==> src/rtl/psa_arbiter_if.sv <==
// Bus bundle between the PSA arbiter, its two requesters, the shared PSA and the stats taps.
// master = arbiter side, slave = requesters/PSA/environment side.
interface psa_arbiter_if #(
    parameter int unsigned DATA_W = 16
);
    logic              ex_own;

    logic              req0_valid;
    logic [DATA_W-1:0] req0_a;
    logic [DATA_W-1:0] req0_b;
    logic              req0_ready;

    logic              req1_valid;
    logic [DATA_W-1:0] req1_a;
    logic [DATA_W-1:0] req1_b;
    logic              req1_ready;

    logic [DATA_W-1:0] psa_a;
    logic [DATA_W-1:0] psa_b;
    logic              psa_sel;
    logic [DATA_W-1:0] psa_sum;
    logic              psa_error;

    logic              rsp0_valid;
    logic              rsp1_valid;
    logic [DATA_W-1:0] rsp_sum;
    logic              rsp_error;

    logic [15:0]       stat_gnt0;
    logic [15:0]       stat_gnt1;
    logic [15:0]       stat_sat;

    modport master (
        input  ex_own,
        input  req0_valid, req0_a, req0_b,
        input  req1_valid, req1_a, req1_b,
        input  psa_sum, psa_error,
        output req0_ready, req1_ready,
        output psa_a, psa_b, psa_sel,
        output rsp0_valid, rsp1_valid, rsp_sum, rsp_error,
        output stat_gnt0, stat_gnt1, stat_sat
    );

    modport slave (
        output ex_own,
        output req0_valid, req0_a, req0_b,
        output req1_valid, req1_a, req1_b,
        output psa_sum, psa_error,
        input  req0_ready, req1_ready,
        input  psa_a, psa_b, psa_sel,
        input  rsp0_valid, rsp1_valid, rsp_sum, rsp_error,
        input  stat_gnt0, stat_gnt1, stat_sat
    );
endinterface

==> src/rtl/psa_arbiter.sv <==
// Two-requester arbiter/issue sequencer for the shared 4x4-bit saturating PSA, 2-cycle response.
// Optional grant/saturation counters are built when PSA_ARB_STATS_EN is defined.
module psa_arbiter #(
    parameter int unsigned DATA_W       = 16,
    parameter int unsigned STARVE_LIMIT = 3
) (
    input  logic          clk,
    input  logic          rst_n,
    psa_arbiter_if.master bus
);
    localparam int unsigned CNT_W  = 4;
    localparam int unsigned STAT_W = 16;

    typedef enum logic [0:0] {
        ARB    = 1'b0,
        FORCE1 = 1'b1
    } state_e;

    state_e             state_q, state_d;
    logic [CNT_W-1:0]   starve_q, starve_d;
    logic               gnt0_c, gnt1_c;

    logic               s1_valid_q, s1_valid_d;
    logic               s1_owner_q, s1_owner_d;
    logic [DATA_W-1:0]  psa_a_q, psa_a_d;
    logic [DATA_W-1:0]  psa_b_q, psa_b_d;

    logic               rsp0_valid_q, rsp0_valid_d;
    logic               rsp1_valid_q, rsp1_valid_d;
    logic [DATA_W-1:0]  rsp_sum_q, rsp_sum_d;
    logic               rsp_error_q, rsp_error_d;

    // FSM state and starvation counter
    always_ff @(posedge clk or negedge rst_n) begin
        if (!rst_n) begin
            state_q  <= ARB;
            starve_q <= '0;
        end else begin
            state_q  <= state_d;
            starve_q <= starve_d;
        end
    end

    // Grant selection, starvation tracking and next state
    always_comb begin
        state_d  = state_q;
        starve_d = starve_q;
        gnt0_c   = 1'b0;
        gnt1_c   = 1'b0;

        if (!bus.ex_own) begin
            if (state_q == FORCE1 && bus.req1_valid) begin
                gnt1_c = 1'b1;
            end else if (bus.req0_valid) begin
                gnt0_c = 1'b1;
            end else if (bus.req1_valid) begin
                gnt1_c = 1'b1;
            end
        end

        if (gnt1_c || !bus.req1_valid) begin
            starve_d = '0;
        end else if (gnt0_c && starve_q != '1) begin
            starve_d = starve_q + CNT_W'(1);
        end

        // Look ahead on the next count so req1 is forced on the very next cycle
        case (state_q)
            ARB: begin
                if (starve_d >= CNT_W'(STARVE_LIMIT)) begin
                    state_d = FORCE1;
                end
            end
            FORCE1: begin
                if (gnt1_c || !bus.req1_valid) begin
                    state_d = ARB;
                end
            end
            default: state_d = ARB;
        endcase
    end

    // Stage-1 operand capture and stage-2 response capture
    always_comb begin
        s1_valid_d   = 1'b0;
        s1_owner_d   = s1_owner_q;
        psa_a_d      = psa_a_q;
        psa_b_d      = psa_b_q;
        rsp0_valid_d = 1'b0;
        rsp1_valid_d = 1'b0;
        rsp_sum_d    = rsp_sum_q;
        rsp_error_d  = rsp_error_q;

        if (gnt0_c || gnt1_c) begin
            s1_valid_d = 1'b1;
            s1_owner_d = gnt1_c;
            psa_a_d    = gnt1_c ? bus.req1_a : bus.req0_a;
            psa_b_d    = gnt1_c ? bus.req1_b : bus.req0_b;
        end

        if (s1_valid_q) begin
            rsp0_valid_d = !s1_owner_q;
            rsp1_valid_d = s1_owner_q;
            rsp_sum_d    = bus.psa_sum;
            rsp_error_d  = bus.psa_error;
        end
    end

    always_ff @(posedge clk or negedge rst_n) begin
        if (!rst_n) begin
            s1_valid_q   <= 1'b0;
            s1_owner_q   <= 1'b0;
            psa_a_q      <= '0;
            psa_b_q      <= '0;
            rsp0_valid_q <= 1'b0;
            rsp1_valid_q <= 1'b0;
            rsp_sum_q    <= '0;
            rsp_error_q  <= 1'b0;
        end else begin
            s1_valid_q   <= s1_valid_d;
            s1_owner_q   <= s1_owner_d;
            psa_a_q      <= psa_a_d;
            psa_b_q      <= psa_b_d;
            rsp0_valid_q <= rsp0_valid_d;
            rsp1_valid_q <= rsp1_valid_d;
            rsp_sum_q    <= rsp_sum_d;
            rsp_error_q  <= rsp_error_d;
        end
    end

    assign bus.req0_ready = gnt0_c;
    assign bus.req1_ready = gnt1_c;
    assign bus.psa_a      = psa_a_q;
    assign bus.psa_b      = psa_b_q;
    assign bus.psa_sel    = s1_valid_q;
    assign bus.rsp0_valid = rsp0_valid_q;
    assign bus.rsp1_valid = rsp1_valid_q;
    assign bus.rsp_sum    = rsp_sum_q;
    assign bus.rsp_error  = rsp_error_q;

`ifdef PSA_ARB_STATS_EN
    logic [STAT_W-1:0] stat_gnt0_q, stat_gnt1_q, stat_sat_q;

    // Saturating event counters; saturation is counted as the response is captured
    always_ff @(posedge clk or negedge rst_n) begin
        if (!rst_n) begin
            stat_gnt0_q <= '0;
            stat_gnt1_q <= '0;
            stat_sat_q  <= '0;
        end else begin
            if (gnt0_c && stat_gnt0_q != '1) begin
                stat_gnt0_q <= stat_gnt0_q + STAT_W'(1);
            end
            if (gnt1_c && stat_gnt1_q != '1) begin
                stat_gnt1_q <= stat_gnt1_q + STAT_W'(1);
            end
            if (s1_valid_q && bus.psa_error && stat_sat_q != '1) begin
                stat_sat_q <= stat_sat_q + STAT_W'(1);
            end
        end
    end

    assign bus.stat_gnt0 = stat_gnt0_q;
    assign bus.stat_gnt1 = stat_gnt1_q;
    assign bus.stat_sat  = stat_sat_q;
`else
    assign bus.stat_gnt0 = STAT_W'(0);
    assign bus.stat_gnt1 = STAT_W'(0);
    assign bus.stat_sat  = STAT_W'(0);
`endif

endmodule

==> src/flat_wrapper.sv <==
// flat-port wrapper written by rule: the top's interface ports become plain ports
module psa_arbiter_flat 
#(
    parameter int unsigned DATA_W       = 16,
    parameter int unsigned STARVE_LIMIT = 3
)
  (clk, rst_n, bus_ex_own, bus_req0_valid, bus_req0_a, bus_req0_b, bus_req1_valid, bus_req1_a, bus_req1_b, bus_psa_sum, bus_psa_error, bus_req0_ready, bus_req1_ready, bus_psa_a, bus_psa_b, bus_psa_sel, bus_rsp0_valid, bus_rsp1_valid, bus_rsp_sum, bus_rsp_error, bus_stat_gnt0, bus_stat_gnt1, bus_stat_sat);
  psa_arbiter_if #(.DATA_W(DATA_W)) bus_i ();
  input  logic clk;
  input  logic rst_n;
  input wire logic [$bits(bus_i.ex_own)-1:0] bus_ex_own;
  input wire logic [$bits(bus_i.req0_valid)-1:0] bus_req0_valid;
  input wire logic [$bits(bus_i.req0_a)-1:0] bus_req0_a;
  input wire logic [$bits(bus_i.req0_b)-1:0] bus_req0_b;
  input wire logic [$bits(bus_i.req1_valid)-1:0] bus_req1_valid;
  input wire logic [$bits(bus_i.req1_a)-1:0] bus_req1_a;
  input wire logic [$bits(bus_i.req1_b)-1:0] bus_req1_b;
  input wire logic [$bits(bus_i.psa_sum)-1:0] bus_psa_sum;
  input wire logic [$bits(bus_i.psa_error)-1:0] bus_psa_error;
  output wire logic [$bits(bus_i.req0_ready)-1:0] bus_req0_ready;
  output wire logic [$bits(bus_i.req1_ready)-1:0] bus_req1_ready;
  output wire logic [$bits(bus_i.psa_a)-1:0] bus_psa_a;
  output wire logic [$bits(bus_i.psa_b)-1:0] bus_psa_b;
  output wire logic [$bits(bus_i.psa_sel)-1:0] bus_psa_sel;
  output wire logic [$bits(bus_i.rsp0_valid)-1:0] bus_rsp0_valid;
  output wire logic [$bits(bus_i.rsp1_valid)-1:0] bus_rsp1_valid;
  output wire logic [$bits(bus_i.rsp_sum)-1:0] bus_rsp_sum;
  output wire logic [$bits(bus_i.rsp_error)-1:0] bus_rsp_error;
  output wire logic [$bits(bus_i.stat_gnt0)-1:0] bus_stat_gnt0;
  output wire logic [$bits(bus_i.stat_gnt1)-1:0] bus_stat_gnt1;
  output wire logic [$bits(bus_i.stat_sat)-1:0] bus_stat_sat;
  assign bus_i.ex_own = bus_ex_own;
  assign bus_i.req0_valid = bus_req0_valid;
  assign bus_i.req0_a = bus_req0_a;
  assign bus_i.req0_b = bus_req0_b;
  assign bus_i.req1_valid = bus_req1_valid;
  assign bus_i.req1_a = bus_req1_a;
  assign bus_i.req1_b = bus_req1_b;
  assign bus_i.psa_sum = bus_psa_sum;
  assign bus_i.psa_error = bus_psa_error;
  assign bus_req0_ready = bus_i.req0_ready;
  assign bus_req1_ready = bus_i.req1_ready;
  assign bus_psa_a = bus_i.psa_a;
  assign bus_psa_b = bus_i.psa_b;
  assign bus_psa_sel = bus_i.psa_sel;
  assign bus_rsp0_valid = bus_i.rsp0_valid;
  assign bus_rsp1_valid = bus_i.rsp1_valid;
  assign bus_rsp_sum = bus_i.rsp_sum;
  assign bus_rsp_error = bus_i.rsp_error;
  assign bus_stat_gnt0 = bus_i.stat_gnt0;
  assign bus_stat_gnt1 = bus_i.stat_gnt1;
  assign bus_stat_sat = bus_i.stat_sat;
  psa_arbiter #(.DATA_W(DATA_W), .STARVE_LIMIT(STARVE_LIMIT)) u_core (.clk(clk), .rst_n(rst_n), .bus(bus_i));
endmodule
==> config.mk <==
export PLATFORM = sky130hd
export DESIGN_NAME = psa_arbiter_flat
export DESIGN_NICKNAME = d
export VERILOG_FILES = /design/src/rtl/psa_arbiter_if.sv /design/src/rtl/psa_arbiter.sv /design/src/flat_wrapper.sv
export SDC_FILE = /design/constraint.sdc
export NUM_CORES = 1
export LEC_CHECK = 0
export CAP_MARGIN = 20
export CORE_MARGIN = 1
export CORE_UTILIZATION = 40
export CTS_CLUSTER_DIAMETER = 80
export CTS_CLUSTER_SIZE = 28
export DETAILED_ROUTE_END_ITERATION = 10
export DONT_BUFFER_PORTS = 1
export PLACE_DENSITY_LB_ADDON = 0.2
export SLEW_MARGIN = 25
export SYNTH_ARGS = -nofsm -noshare
export SYNTH_HDL_FRONTEND = slang
export SYNTH_SLANG_ARGS = --single-unit
==> constraint.sdc <==
create_clock -name clk -period 1.5 [get_ports clk]
set_input_delay 0.15 -clock clk [delete_from_list [all_inputs] [get_ports clk]]
set_output_delay 0.15 -clock clk [all_outputs]
set_load 0.02 [all_outputs]
placement.png
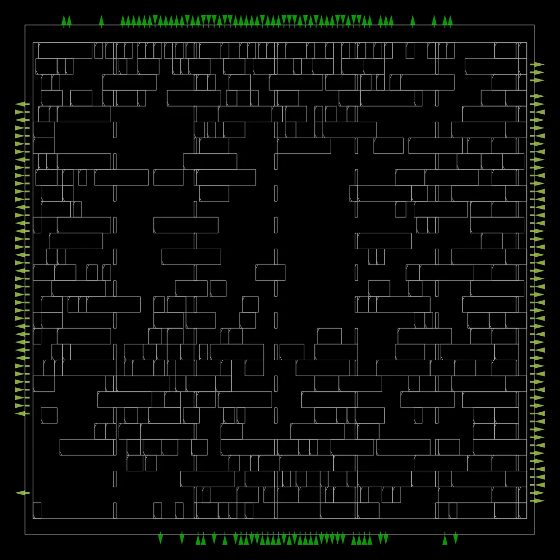
number of cell rows: 30
Flop Count: 58
fraction of area in registers: 41.1%
Util after Layout: 51.1%
fillers: 648

io_placement.png
(6 px per um) Pins as bars across the die edge, other pins in gray.
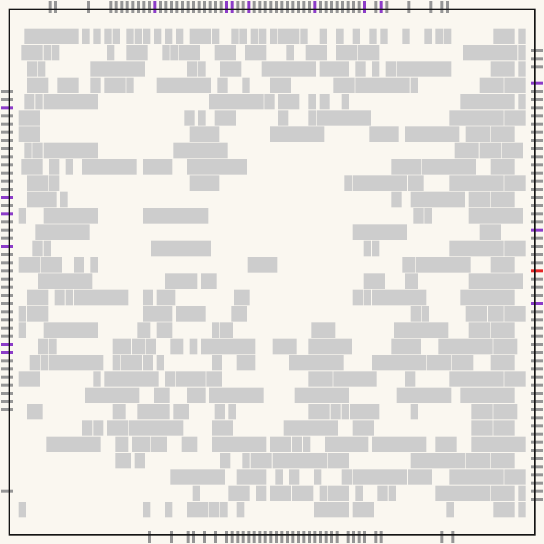
[bus_rsp0_valid] red | pins: 1 | direction: output | edge: right
[bus_psa_b] purple | pins: 16 | direction: output | edge: 7 top, 6 left, 3 right

sizes.png
(6 px per um)
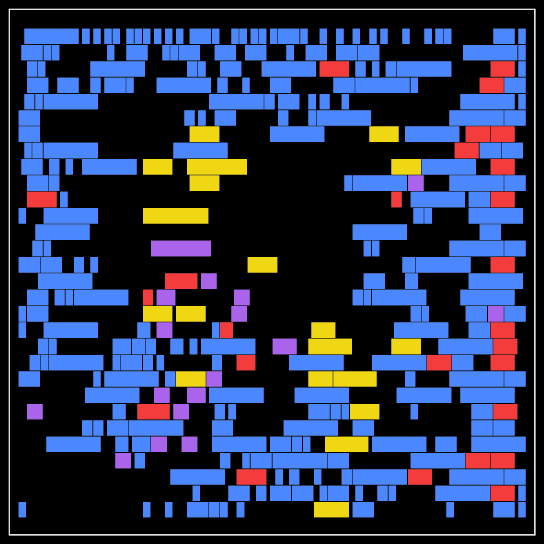
[_0 and _1 cells] blue | cells: 256 | share: 81% | most used: dfrtp_1
[_6 and larger] yellow | cells: 19 | share: 6.0% | most used: clkbuf_8
[_3 and _4 cells] purple | cells: 17 | share: 5.3% | most used: buf_4
[_2 cells] red | cells: 26 | share: 8.2% | most used: mux2_2

logic_types.png
(6 px per um)
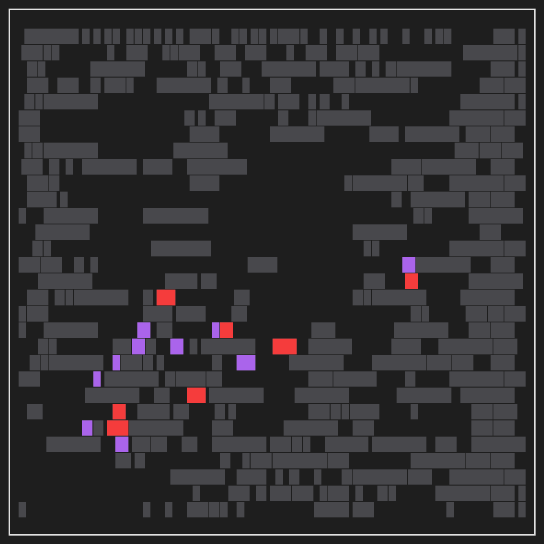
[and/or cells] red | cells: 7
[nor cells] purple | cells: 10 | most used: nor2b_1

==> Slide: Implementation Results <==
Implementation Results

Timing
  – RSZ-0062 raised after global routing: true
  – Post-Route Skew: 5.35 ps
  – Final setup violation count: 0
  – Setup total negative slack: 0 ps
  – Hold Worst Slack: -490 ps
  – Hold violation total from the final report: 58
  – Min Clock Period, post-route: 1500 ps
  – Portion of the clock cycle consumed by the worst path in the final layout: 99.7%
  – Count of pins over their slew limit: 0

Synth
  – Mapped Avg Cell Area: 10.8 um^2
  – Number of distinct library cells after synthesis: 29
  – Commonest cells in the netlist: sky130_fd_sc_hd__dfrtp_1, sky130_fd_sc_hd__buf_4, sky130_fd_sc_hd__nand2_1, sky130_fd_sc_hd__mux2i_1, sky130_fd_sc_hd__o21ai_1
  – Count of library flops with an enable pin: 0
  – Mux contribution to synthesized area: 17.9%
  – Number of cells in the yosys synthesis report: 269
  – Xor/xnor share: 0.301%
  – Most repeated cell in the gate-level netlist after synthesis: sky130_fd_sc_hd__dfrtp_1
  – Synth area leaders: sky130_fd_sc_hd__dfrtp_1, sky130_fd_sc_hd__buf_4, sky130_fd_sc_hd__mux2i_1
  – Number of warnings issued by yosys: 0
  – Post-synth area from yosys stat: 2910 um^2
  – Seq share, synth: 49.8%
  – Total of flip-flops plus latches after synthesis: 58
  – Post-synthesis cell count: 269
  – Area leader share: 49.8%
  – FFs w/ async S/R, synth: 100%
  – AO/OA Area Share: 6.91%
  – Post-synth design cell area: 2910 um^2
  – Commonest flop: sky130_fd_sc_hd__dfrtp_1

Routing
  – Via density: 4.59
  – Total via count in the routed design: 1900
  – Wire per inst: 14.7 um
  – Residual antenna-violating net count after detailed routing: 0
  – Detailed-routing iteration count for the pre-antenna-repair pass: 4
  – Iteration-0 DRC count of the detailed router: 33
  – DRC violation count after routing: 0

Placed design
  – Dpl hpwl: 3990 um
  – Placement Setup Slack: -10.9 ps
  – Placer congestion estimate: 0.750
  – Count of port buffers added during placement: 0

GRT
  – Vias in the first global route: 1828
  – Initial antenna violation count: 0
  – Largest net degree at the start of global routing: 59
  – Total congestion overflow: 0
  – First-pass GRT wire length: 8890 um

Cells and area
  – Layout area overhead: 21.1%
  – Final nets: 402
  – Dominant logic cell types in the final layout: sky130_fd_sc_hd__dfrtp_1, sky130_fd_sc_hd__conb_1, sky130_fd_sc_hd__nand2_1
  – Total non-filler cell area in the finished layout: 3530 um^2
  – Area occupied by multi-input gates: 1230 um^2
  – Sequential cell area: 1450 um^2
  – Number of antenna diodes: 0
  – Share of layout cells above drive strength 1: 19.5%

Clocking
  – CTS Root Cell: sky130_fd_sc_hd__clkbuf_8
  – Clock sink count: 58
  – Number of buffers between clock root and the deepest sink: 2
  – Clock input transition at the sequential cells of the worst setup and hold paths: 70 ps
  – Total clock buffers created by CTS: 9
  – Number of H-tree branching levels: 3
  – Latency at later pin: 330 ps
  – Count of buffers added by post-CTS timing repair for setup: 2

Outcome
  – Violations in the final reports: hold timing
  – Run status: finished, violations left

Setup path
  – Category of the critical setup timing path: register to primary output
  – CP required: 1350 ps
  – Worst Setup SP: u_core.state_q
  – Startpoint kind of the worst setup timing path: register
  – R2R Path Start: u_core.state_q
  – Critical R2R Capture: u_core.bus.psa_b[3]
  – Number of cell instances on the worst register-to-register path: 6
  – Worst setup slack for register-to-register paths: 10 ps
  – Kind of end point of the critical path: primary output

Floorplan
  – Core ar.: 6910 um^2
  – Die boundary height: 87.4 um
  – Io pins: 188
  – Total die size: 7630 um^2
  – DIE WIDTH: 87.4 um
  – Effective utilization at floorplan: 42.2%

Power
  – Part of the power in the clock network: 34.8%
  – Combinational Power Share: 13.8%
  – Sequential logic power: 2.10 mW
  – Switching share of power: 30.4%
  – Internal power of the cells: 2.85 mW
  – Comb. pwr: 0.566 mW
  – Ratio of total power to cell area: 1160 nW/um^2
  – Clock group power: 1.42 mW
  – IR Drop Worst-Case VDD: 0.000452 V
  – Total Power Consumption: 4.09 mW
  – Leading power group: registers
  – P_sw: 1.24 mW
==> sequential cells by signal (all words and copies together) (netlist names) <==
register	flops
u_core.bus.rsp_error	1
u_core.state_q	1
u_core.bus.psa_b	16
u_core.bus.rsp0_valid	1
u_core.s1_owner_q	1
u_core.bus.psa_sel	1
u_core.bus.rsp_sum	16
u_core.bus.rsp1_valid	1
u_core.bus.psa_a	16
u_core.starve_q	4
==> routing by layer <==
metal | GRT usage [%] | up-vias | part of all wire (%)
met5 | 0 | - | 0
met4 | 6.71 | 0 | 1.3
li1 | - | 904 | -
met3 | 6.92 | 9 | 10
met2 | 26.2 | 115 | 49
met1 | 17.3 | 872 | 39
==> critical path, cell delays in order (launching register included) <==
cell and delay [ps]:
sky130_fd_sc_hd__dfrtp_1 370, sky130_fd_sc_hd__nor2b_2 60, sky130_fd_sc_hd__or3b_4 400, sky130_fd_sc_hd__buf_12 150, sky130_fd_sc_hd__clkinv_8 40
==> kinds of logic (layout without fill, tap and decap cells) <==
family,after synthesis,count (layout)
adders and majority gates,1,1
AOI/OAI and AO/OA,38,38
muxes,50,50
DFF,58,58
and+or+nand+nor,56,56
xor gates and xnor gates,1,1
other,1,48
buffers and inverters,64,66
==> layout make-up <==
type,count,area share [%]
well taps,96,3.40
inverters,2,0.567
multi-input cells,194,34.8
clock inverters,3,1.13
flip-flops and latches,58,41.1
repair buffers,50,14.7
clock buffers,11,4.29
==> worst max path at each step <==
| stage | to |
|---|---|
| 2_1_floorplan | u_core.state_q |
| 3_3_place_gp | u_core.bus.psa_a[9] |
| 3_5_place_dp | u_core.bus.psa_a[10] |
| 4_1_cts | u_core.bus.psa_a[5] |
| 5_1_grt | u_core.bus.psa_b[3] |
| 6_report | bus_req1_ready |
No activity file was given, so power comes from the tool's default toggle rates.
